===== src/rtl/timer_pkg.sv =====
// Shared types and constants for the battle-turn countdown timer.
package timer_pkg;

  typedef enum logic [1:0] {
    IDLE   = 2'd0,
    RUN    = 2'd1,
    PAUSED = 2'd2,
    DONE   = 2'd3
  } timer_state_t;

  typedef logic [3:0] bcd_t;

  localparam int MAX_SEC_C     = 99;
  localparam int DEFAULT_SEC_C = 10;

endpackage


===== src/rtl/tick_sync.sv =====
// Three-flop synchronizer for a slow divided clock, plus rising-edge detect
// producing a registered one-cycle tick in the sampling clock domain.
module tick_sync (
  input  logic clk,
  input  logic rst_n,
  input  logic async_in,
  output logic tick
);

  logic s1, s2, s3;

  // Flops reset high so a level already high out of reset never ticks.
  always_ff @(posedge clk or negedge rst_n) begin
    if (!rst_n) begin
      s1   <= 1'b1;
      s2   <= 1'b1;
      s3   <= 1'b1;
      tick <= 1'b0;
    end else begin
      s1   <= async_in;
      s2   <= s1;
      s3   <= s2;
      tick <= s2 & ~s3;
    end
  end

endmodule


===== src/rtl/turn_timer.sv =====
// Battle-turn countdown timer: loads a duration in seconds and counts it down
// to 00.0 in BCD (tens, ones, tenths) on synchronized 10 Hz ticks.
module turn_timer
  import timer_pkg::*;
#(
  parameter int DEFAULT_SEC = DEFAULT_SEC_C,
  parameter int MAX_SEC     = MAX_SEC_C
) (
  input  logic       clk,
  input  logic       rst_n,
  input  logic       clk_10hz,
  input  logic       start,
  input  logic       pause,
  input  logic       abort,
  input  logic [6:0] duration,
  output logic       running,
  output logic       expired,
  output logic [3:0] sec_tens,
  output logic [3:0] sec_ones,
  output logic [3:0] tenths,
  output logic       tick_10hz,
  output logic [1:0] state_dbg
);

  timer_state_t state_q, state_d;
  bcd_t tens_q, ones_q, tenths_q;
  bcd_t tens_d, ones_d, tenths_d;
  logic expired_q, expired_d;

  tick_sync u_tick_sync (
    .clk      (clk),
    .rst_n    (rst_n),
    .async_in (clk_10hz),
    .tick     (tick_10hz)
  );

  // Load value: clamp, substitute the default for zero, split into BCD.
  logic [6:0] clamp_sec, load_sec;
  bcd_t       load_tens, load_ones;

  always_comb begin
    clamp_sec = (duration > 7'(MAX_SEC)) ? 7'(MAX_SEC) : duration;
    load_sec  = (clamp_sec == 7'd0) ? 7'(DEFAULT_SEC) : clamp_sec;
    load_tens = 4'(load_sec / 7'd10);
    load_ones = 4'(load_sec % 7'd10);
  end

  // One-tenth BCD decrement with borrow chain tenths -> ones -> tens.
  bcd_t dec_tens, dec_ones, dec_tenths;
  logic dec_zero;

  always_comb begin
    dec_tens   = tens_q;
    dec_ones   = ones_q;
    dec_tenths = tenths_q - 4'd1;
    if (tenths_q == 4'd0) begin
      dec_tenths = 4'd9;
      if (ones_q == 4'd0) begin
        dec_ones = 4'd9;
        dec_tens = tens_q - 4'd1;
      end else begin
        dec_ones = ones_q - 4'd1;
      end
    end
    dec_zero = (dec_tens == 4'd0) && (dec_ones == 4'd0) && (dec_tenths == 4'd0);
  end

  // Event priority: abort, then start, then pause, then tick.
  always_comb begin
    state_d   = state_q;
    tens_d    = tens_q;
    ones_d    = ones_q;
    tenths_d  = tenths_q;
    expired_d = 1'b0;
    if (abort) begin
      state_d  = IDLE;
      tens_d   = 4'd0;
      ones_d   = 4'd0;
      tenths_d = 4'd0;
    end else if (start) begin
      state_d  = RUN;
      tens_d   = load_tens;
      ones_d   = load_ones;
      tenths_d = 4'd0;
    end else begin
      case (state_q)
        RUN: begin
          if (pause) begin
            state_d = PAUSED;
          end else if (tick_10hz) begin
            tens_d   = dec_tens;
            ones_d   = dec_ones;
            tenths_d = dec_tenths;
            if (dec_zero) begin
              state_d   = DONE;
              expired_d = 1'b1;
            end
          end
        end
        PAUSED: begin
          if (!pause) state_d = RUN;
        end
        default: ;
      endcase
    end
  end

  always_ff @(posedge clk or negedge rst_n) begin
    if (!rst_n) begin
      state_q   <= IDLE;
      tens_q    <= 4'd0;
      ones_q    <= 4'd0;
      tenths_q  <= 4'd0;
      expired_q <= 1'b0;
    end else begin
      state_q   <= state_d;
      tens_q    <= tens_d;
      ones_q    <= ones_d;
      tenths_q  <= tenths_d;
      expired_q <= expired_d;
    end
  end

  assign running   = (state_q == RUN);
  assign expired   = expired_q;
  assign sec_tens  = tens_q;
  assign sec_ones  = ones_q;
  assign tenths    = tenths_q;
  assign state_dbg = state_q;

endmodule


===== config.mk =====
export PLATFORM = sky130hd
export DESIGN_NAME = turn_timer
export DESIGN_NICKNAME = d
export VERILOG_FILES = /design/src/rtl/timer_pkg.sv /design/src/rtl/tick_sync.sv /design/src/rtl/turn_timer.sv
export SDC_FILE = /design/constraint.sdc
export NUM_CORES = 1
export LEC_CHECK = 0
export CAP_MARGIN = 15
export CORE_UTILIZATION = 45
export CTS_BUF_LIST = sky130_fd_sc_hd__clkbuf_8
export DETAILED_ROUTE_END_ITERATION = 8
export GPL_TIMING_DRIVEN = 0
export PLACE_DENSITY_LB_ADDON = 0.05
export SLEW_MARGIN = 10
export SYNTH_ARGS = -nofsm -noshare
export SYNTH_HDL_FRONTEND = slang
export SYNTH_SLANG_ARGS = --single-unit

===== constraint.sdc =====
create_clock -name clk -period 5.37 [get_ports clk]
set_input_delay 0.8055 -clock clk [delete_from_list [all_inputs] [get_ports clk]]
set_output_delay 0.8055 -clock clk [all_outputs]
set_load 0.01 [all_outputs]

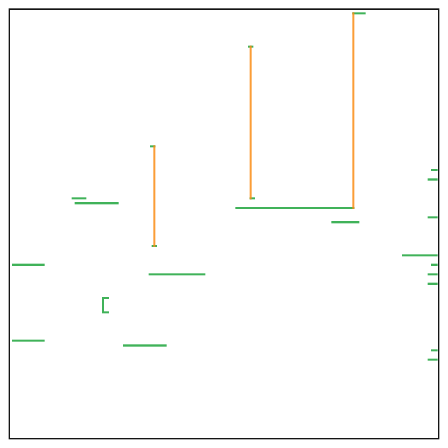
Run 1: signal wires by layer
Only two layers are drawn.
Key: metal 3 = green [wire length 69.4 um]; metal 4 = orange [wire length 63.9 um]

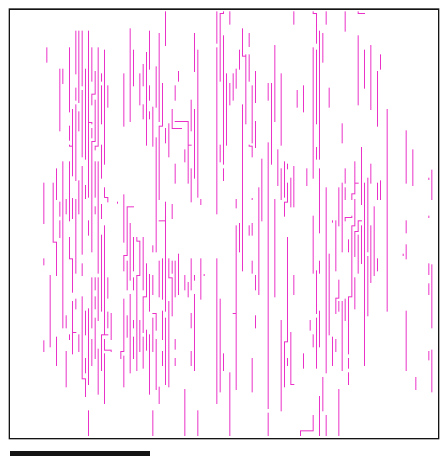
Run 1: the metal 2 layer
Bar = 20 um.
The layer holds 52% of the routed length. The longest straight run is 38.1 um. 202 nets have wire on it. The layer carries 1880 um of wire.
final WL: 3589 um
via count: 1471

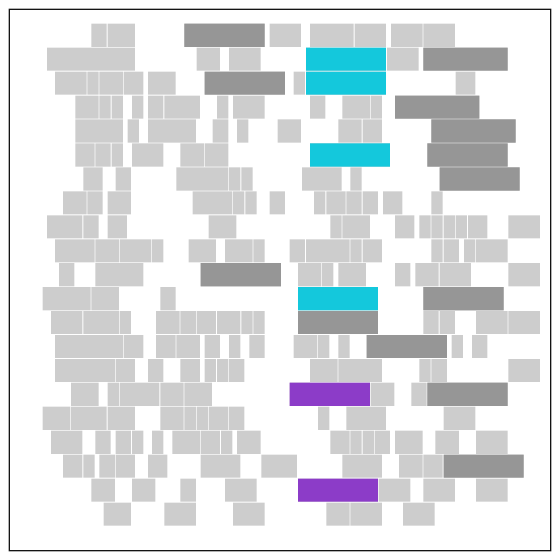
Run 1: where the registers sit
Other sequential cells in the stronger gray, the rest of the logic in the fainter gray.
Key: state_dbg = purple [sequential cells 2]; sec_ones = cyan [sequential cells 4]

==> changes_impl.md, run 1 <==
### Physical design

* Simple-Gate Area Share at 24.94%
* Post-layout util at 58.78%
* Non-Filler Instances at approximately 260
* Gr ovfl total at 0
* Top delay family on crit path: AND-OR/OR-AND gates
* Post-DP HPWL at 2761 um
* Hold WS at 361.9 ps
* Core Util at FP at 47.14%
* PD cells at roughly 210 nW/um2
* Yosys top cell by area: dfrtp_1
* First-pass GRT wire length at 5699 um
* Distinct cell type count after synthesis at roughly 56
* Clock-pin slew on the worst setup and hold paths at 70 ps
* RSZ-0062 raised after global routing: no
* Seq/Total Area, Yosys at 30.23%
* Max-slew violations at 0
* Largest stage delay, worst path at ~440 ps
* Final net count at 236
* Dominant cell area share at 25.26%
* CP Cell Sequence: clkdlybuf4s50_1, buf_2, and2_1, ha_1, buf_4, and3_1, o21ai_1, o21ai_2, ha_2, nand2b_1, a21o_2, o2bb2ai_2, or3_4, a2bb2oi_2, or2b_1, xnor2_1, ha_2, inv_1, o211a_1, a2111oi_4, o221a_2, nor3_1
* Die area at 3764 um2
* Final WS setup at 322.9 ps
* Worst min-delay path endpoint: u_tick_sync.s2
* Asr flop ratio synth at 100.0%
* Fin crit period at slightly above 5000 ps
* Critical path required time at 5510 ps
* IO Pins at 30
* Buffers on Ports at 26
* Final setup vio count at 0
* Yosys stat chip area at ~1600 um2
* Top cells by count, synth: nor2_1 (24), dfrtp_1 (16), nand2_1 (12)
* TritonCTS buffer count at 3
* Design area at 1977 um2
* Ys flop type: dfrtp_1
* Die Y at approximately 61 um
* CTS tree: yes
* Yosys aoi share at 28.97%
* Site row count at 21
* Placed Instances at 258
* Crit path top cell by count: ha_2
* Hold WC Path Type: flip-flop to flip-flop
* Clk sinks at 19
* Mean Syn Cell Area at 8.523 um2
* Hold depth at 0
* Clock tree buffer depth at 2
* Syn Std Cell Area at 1585 um2
* Synth Area in Adders at 4.736%
* Final Wtd Congestion at 0.7890
* DP Worst Slack at -334.8 ps
* Critical path depth at 22
* H-tree levels at 1
* Status: finished, final reports clean
* Crit. End Element: flip-flop
* Routed wl met3 at 69 um
* Pwr Total at 0.4216 mW
* Min-Delay Startpoint: u_tick_sync.s1
* Slowest CP cell: clkdlybuf4s50_1
* Most common cell in the netlist: nor2_1
* Floorplan net count at 205
* Cell count of the worst reg-to-reg path at 11
==> run 1: layout make-up <==
type | instances | area share, %
multi-input cells | 148 | 52.59
flip-flops and latches | 19 | 24.24
repair buffers | 26 | 13.10
plain buffers | 9 | 2.975
well taps | 46 | 2.911
clock buffers | 3 | 2.089
inverters | 10 | 1.899
clock inverters | 1 | 0.1899
==> run 1: repair_timing <==
item,CTS,global route
endpoints found under the setup margin,2,3
hold buffers,0,0
buffers inserted,0,0
pin swaps,1,1
gates resized,3,8
==> run 1: power groups by stage <==
stage,sequential [mW],combinational (mW),clock [mW]
6_report,0.163,0.162,0.0967
5_1_grt,0.164,0.179,0.108
4_1_cts,0.163,0.156,0.0995
3_5_place_dp,0.165,0.155,0
3_3_place_gp,0.165,0.152,0
2_1_floorplan,0.167,0.103,0
==> run 1: per-layer routing <==
metal | vias up | global-route usage (%)
met5 | - | 0
met4 | 0 | 8.889
met3 | 6 | 2.521
met2 | 29 | 36.96
met1 | 695 | 24.45
li1 | 741 | -
==> run 1: cell usage in the layout (no fill, tap or decap), types with 3 or more instances in the layout <==
cell and n:
nand2_1 11, nand2b_1 4, a21oi_1 9, nor2_1 24, clkbuf_8 3, inv_1 11
nor3_1 9, buf_4 4, clkdlybuf4s50_1 25, a31oi_1 3, nor2b_1 3, dfstp_2 3
dfrtp_1 16, and2_1 3, xnor2_1 5, a211oi_1 10, ha_1 4, o21ai_0 7
o21ai_1 3
==> run 1: flip-flops by register name (all words and copies together) (netlist names) <==
| signal | flops |
|---|---|
| sec_ones | 4 |
| sec_tens | 4 |
| tenths | 4 |
| state_dbg | 2 |
| expired | 1 |
| u_tick_sync.s1 | 1 |
| u_tick_sync.s2 | 1 |
| u_tick_sync.s3 | 1 |
| u_tick_sync.tick | 1 |
==> run 2: changes to the inputs <==
Settings changed: RECOVER_POWER from default to 100.
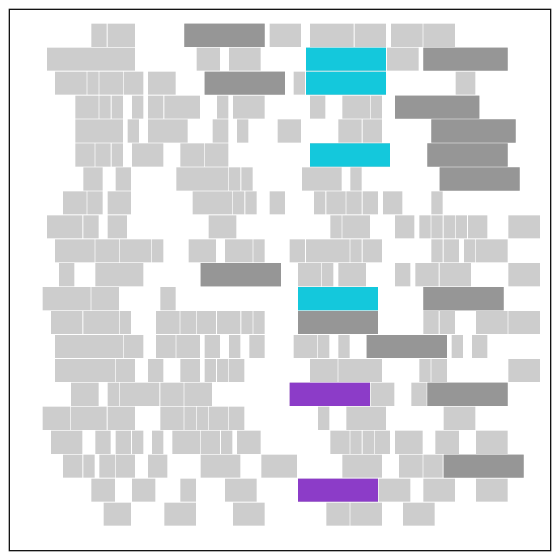
Run 2: where the registers sit
Other sequential cells in the stronger gray, the rest of the logic in the fainter gray.
Key: sec_ones = cyan [sequential cells 4]; state_dbg = purple [sequential cells 2]

==> run 2 against run 1 <==
  * Utilization decreased by 0.074 points
  * Worst hold slack about the same
  * Highest routed layer unchanged
  * Cell count unchanged
==> changes_impl.md, run 2 <==
### Physical design

* Status: finished, final reports clean
* Dominant cell area share at 25.26%
* Syn Std Cell Area at roughly 1600 um2
* Tool warning count at 27
* Via count at ~1.5k
* Final WL at about 3600 um
* Pwr Total at between 0.4 and 0.5 mW
* Dominant logic cell types in the final layout: nor2_1 (24), dlygate4sd3_1 (20), dfrtp_1 (16)
* Final setup vio count at 0
* First-pass GRT wire length at 5699 um
* PD cells at 211.2 nW/um2
* Ys flop type: dfrtp_1
* Slowest CP cell: clkdlybuf4s50_1
* Crit. End Element: flip-flop
* Met1 usage at about 24%
* Design area at slightly below 2000 um2
* Simple-Gate Area Share at ~25%
* TritonCTS buffer count at 3
* Top delay family on crit path: AND-OR/OR-AND gates
* Most instantiated logic cell after routing: nor2_1
* Core Util at FP at a little under half
* Final Wtd Congestion at a little under 0.8
* Distinct cell type count after synthesis at 56
* Sum of negative setup slack at 0 ps
* Mean Syn Cell Area at 8.523 um2
* Critical path required time at 5510 ps
* Final net count at 236
* Die Y at 61.36 um
* Placed Instances at between 200 and 300
* H-tree levels at 1
* Post-DP HPWL at 2761 um
* Max_cap viols at 0
* Avg WL per Cell at 13.69 um
* Top cells by count, synth: nor2_1 (24), dfrtp_1 (16), nand2_1 (12)
* Yosys stat chip area at 1585 um2
* Most common cell in the netlist: nor2_1
* Crit path top cell by count: ha_1
* Non-Filler Instances at 262
* Clock-pin slew on the worst setup and hold paths at approximately 70 ps
* Largest stage delay, worst path at 450 ps
* Max-slew violations at 0
* Metal2 WL at roughly 1900 um
* Synth Area in Adders at 4.736%
* Clk sinks at 19
* CP Cell Sequence: clkdlybuf4s50_1, buf_2, and2_1, ha_1, buf_4, and3_1, o21ai_1, o21ai_2, ha_2, nand2b_1, a21o_2, o2bb2ai_2, or3_4, a2bb2oi_2, or2b_1, xnor2_1, ha_1, inv_1, o211a_1, a2111oi_4, o221a_2, nor3_1
* RSZ-0062 raised after global routing: no
* Floorplan net count at 205
* CTS tree: yes
* Initial antenna violation count at 0
* DP Worst Slack at -334.8 ps
* IO Pins at 30
* Core box area at 3363 um2
* Clock tree buffer depth at 2
* Final WS setup at around 320 ps
* Cell count of the worst reg-to-reg path at 11
* Critical path arrival at 5200 ps
* Buffers on Ports at 26
* Critical path depth at 22
* Seq/Total Area, Yosys at 30.23%
* Yosys xor share at 4.420%
* Die area at roughly 3800 um2
* Flip-flops with a built-in enable at 0
* Gr ovfl total at 0
* Yosys aoi share at 28.97%
* Hold WS at ~360 ps
* Gr busiest metal: met2
* GR Util met3 at 2.521%
* Asr flop ratio synth at 100.0%
* Routed wl met3 at 66 um
* Internal at 0.2781 mW
* Fin crit period at 5055 ps
* Synth warnings at 0
* Yosys top cell by area: dfrtp_1
* Hold WC Path Type: flip-flop to flip-flop
* Post-layout util at 58.71%
* Mux area share at 0.6314%
* Site row count at 21
* Met2 usage at a little under two fifths
## run 2: cell types whose count changed in the layout (fill, tap and decap cells not counted), sizes merged
cell / previous run / this run
clkdlybuf4s50: 25 / 5
dlygate4sd3: 0 / 20
## run 2: how the worst min path moves through the flow
stage | startpoint | endpoint | slack (ps) | cells past startpoint
after floorplan | u_tick_sync.s1 | u_tick_sync.s2 | 350 | 0
after global placement | u_tick_sync.s1 | u_tick_sync.s2 | 350 | 0
after detailed placement | u_tick_sync.s1 | u_tick_sync.s2 | 350 | 0
after CTS | u_tick_sync.s1 | u_tick_sync.s2 | 360 | 0
after global routing | u_tick_sync.s2 | u_tick_sync.s3 | 370 | 0
final | u_tick_sync.s1 | u_tick_sync.s2 | 360 | 0
## run 2: area by class of cell
type                            count  area (um2)
Clock inverter                      1       3.754
Timing Repair Buffer               26       259.0
Multi-Input combinational cell    148        1037
Buffer                              9       58.81
Inverter                           10       37.54
Fill cell                         331        1389
Sequential cell                    19       479.2
Tap cell                           46       57.56
Clock buffer                        3       41.29
## run 2: power groups by stage
stage,registers (mW),clock network (mW),logic [mW]
finish,0.162,0.0967,0.158
global placement,0.165,0,0.152
CTS,0.163,0.0995,0.156
global route,0.164,0.108,0.174
detailed placement,0.165,0,0.155
floorplan,0.167,0,0.103
## run 2: worst reg2reg max path, cell delays in order, from the launching register on
cell and delay, ps:
dfrtp_1 390, inv_1 70, ha_1 160, nor2b_1 260, nand2_1 120, nor2_1 100
nand2_1 130, nor4b_1 780, nand2_1 150, xnor2_1 160, nor2_1 50, a311oi_1 220
## run 2: what timing repair did
action	in CTS	in global routing
hold buffers	0	0
buffers inserted	0	0
endpoints found under the setup margin	2	3
gates resized	3	8
pin swaps	1	1
hold endpoints to repair	0	0
==> run 3: changes to the inputs <==
Settings changed: RECOVER_POWER 100 to 25.
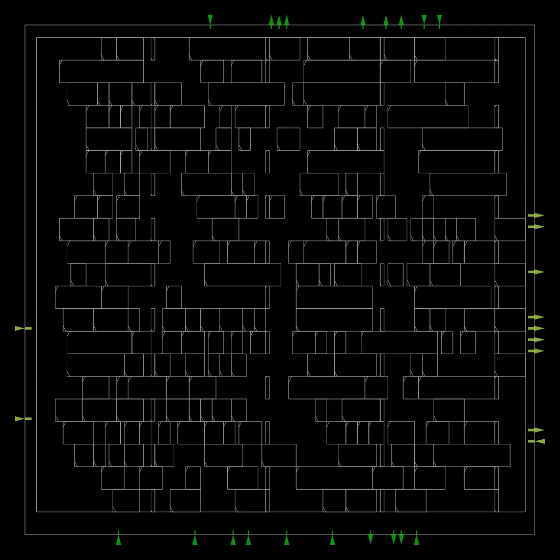
Run 3: placement view
core box area: 3363 um2
Seq/total area: 24.24%

==> run 3 against run 2 <==
  * Final area increased by 0.13%
  * Synthesized area stayed put
  * Non-clock buffer count stayed put
  * Count of clock-buffer cells in the layout is the same
  * Sequential share of layout area barely moved
  * Setup slack improved by 7.1 ps
  * Highest routed layer unchanged
==> changes_impl.md, run 3 <==
### Physical design

* DRC Markers at 0
* Hold WC Path Type: flip-flop to flip-flop
* Asr flop ratio synth at 100.0%
* Core Util at FP at a little under half
* N_diodes at 0
* Dominant cell area share at about a quarter
* DP Area at 1903 um2
* Routed vias/inst at 5.618
* Die Y at just over 60 um
* Max_cap viols at 0
* Avg WL per Cell at approximately 14 um
* Synth warnings at 0
* Latency at later pin at between 200 and 300 ps
* RSZ-0062 raised after global routing: no
* Yosys Instances at between 150 and 200
* Tool warning count at 27
* Via count at 1472
* P_clk at roughly 0.097 mW
* Seq/Total Area, Yosys at 30.23%
* Critical path required time at 5510 ps
* Status: finished, final reports clean
* Post-CTS setup buffers at 0
* Post-DP HPWL at 2761 um
* Syn Std Cell Area at 1585 um2
* Placed Instances at 258
* Gr ovfl total at 0
* First-pass GRT wire length at 5699 um
* Mean Syn Cell Area at 8.523 um2
* Final setup vio count at 0
* Distinct cell type count after synthesis at about 56
* Fraction of power consumed by the clock network at 23.0%
* CTS tree: yes
* Pwr Total at 0.4212 mW
* Buffers on Ports at 26
* TritonCTS buffer count at 3
* Die area at 3764 um2
* Design area at slightly below 2000 um2
* Fin crit period at roughly 5000 ps
* Clock-pin slew on the worst setup and hold paths at 70 ps
* GR Util met3 at 2.521%
* DP Worst Slack at -334.8 ps
* Slowest CP cell: clkdlybuf4s50_1
* Flip-flops with a built-in enable at 0
* Met1 usage at 24.45%
* Yosys stat chip area at 1585 um2
* Logic power comb at about 0.16 mW
* Top delay family on crit path: AND-OR/OR-AND gates
* Final net count at 236
* Final WL at 3585 um
* Sequential power at 0.163 mW
* Sum of negative setup slack at 0 ps
* Crit. End Element: flip-flop
* Met2 usage at 36.96%
* Internal at 0.2818 mW
* Floorplan net count at 205
* Initial antenna violation count at 0
* Ys flop type: dfrtp_1
* Non-Filler Instances at 262
* Crit path top cell by count: ha_2
* Top pwr grp: registers
* CP Cell Sequence: clkdlybuf4s50_1, buf_2, and2_1, ha_1, buf_4, and3_1, o21ai_1, o21ai_2, ha_2, nand2b_1, a21o_2, o2bb2ai_2, or3_4, a2bb2oi_2, or2b_1, xnor2_1, ha_2, inv_1, o211a_1, a2111oi_4, o221a_2, nor3_1
* Min-Delay Startpoint: u_tick_sync.s1
* Most common cell in the netlist: nor2_1
* Fillers at 330
* Setup CP Type: input port to flip-flop
* Max-slew violations at 0
* Largest stage delay, worst path at 440 ps
* IO Pins at 30
* Site row count at 21
* Hold Buf Count CTS at 0
* Yosys top cell by area: dfrtp_1
* H-tree levels at 1
* Critical path arrival at between 5000 and 6000 ps
* Dominant logic cell types in the final layout: nor2_1 (24), clkdlybuf4s50_1 (22), dfrtp_1 (16)
* Net Sw Frac at 33.11%
* Final WS setup at around 320 ps
* Clk sinks at 19
* Gr busiest metal: met2
* Top cells by count, synth: nor2_1 (24), dfrtp_1 (16), nand2_1 (12)
* Biggest area cells: dfrtp_1 (25%), nor2_1 (5.7%), dfstp_2 (5.0%)
* Clock tree buffer depth at 2
* Most instantiated logic cell after routing: nor2_1
* CP Launch Point: duration[4]
* Final Wtd Congestion at about 0.79
* PD cells at 213.1 nW/um2
==> run 3: cell counts after synthesis <==
No cell type changed its count.
==> run 3: area by class of cell <==
cell class	instances	area [um2]	area share (%)
multi-input cells	148	1040	52.59
plain buffers	9	58.81	2.975
inverters	10	37.54	1.899
clock buffers	3	41.29	2.089
well taps	46	57.56	2.911
flip-flops and latches	19	479.2	24.24
repair buffers	26	259.0	13.10
clock inverters	1	3.754	0.1899
==> run 3: repair_timing <==
item / CTS / global route
gates resized: 3 / 8
pin swaps: 1 / 1
setup endpoints to repair: 2 / 3
hold endpoints to repair: 0 / 0
==> run 3: path summary, 6_finish.rpt <==
path | to | cells past startpoint | slack, ps
setup / recovery | sec_ones[2] | 22 | 320
hold / removal | u_tick_sync.s2 | 0 | 360
setup reg to reg | sec_tens[3] | 11 | 2660
hold reg to reg | u_tick_sync.s2 | 0 | 360
max in group asynchronous | state_dbg[1] | 1 | 3770
min in group asynchronous | expired | 1 | 1090
==> run 3: per-layer routing <==
| layer | vias to the layer above | part of all wire, % |
|---|---|---|
| met2 | 29 | 52 |
| met4 | 0 | 1.8 |
| met3 | 6 | 1.9 |
| met1 | 696 | 44 |
| met5 | - | 0 |
| li1 | 741 | - |
==> run 3: per-stage QoR <==
stage	hold WS (ps)	utilization, %
floorplan	345.2	-
finish	361.9	58.78
global route	367.9	58.78
global placement	349.6	56.58
CTS	364.1	57.96
detailed placement	354.5	56.58
==> run 3: logic make-up after synthesis <==
family                     count (synthesis)  share of synthesized area (%)
AOI/OAI and AO/OA                         57                          28.97
xor gates and xnor gates                   8                          4.420
adders and majority gates                  6                          4.735
buffers and inverters                     19                          6.078
DFF                                       19                          30.23
muxes                                      1                         0.6314
and+or+nand+nor                           76                          24.94
Power figures rest on the tool's default switching activity, not on a simulated workload.
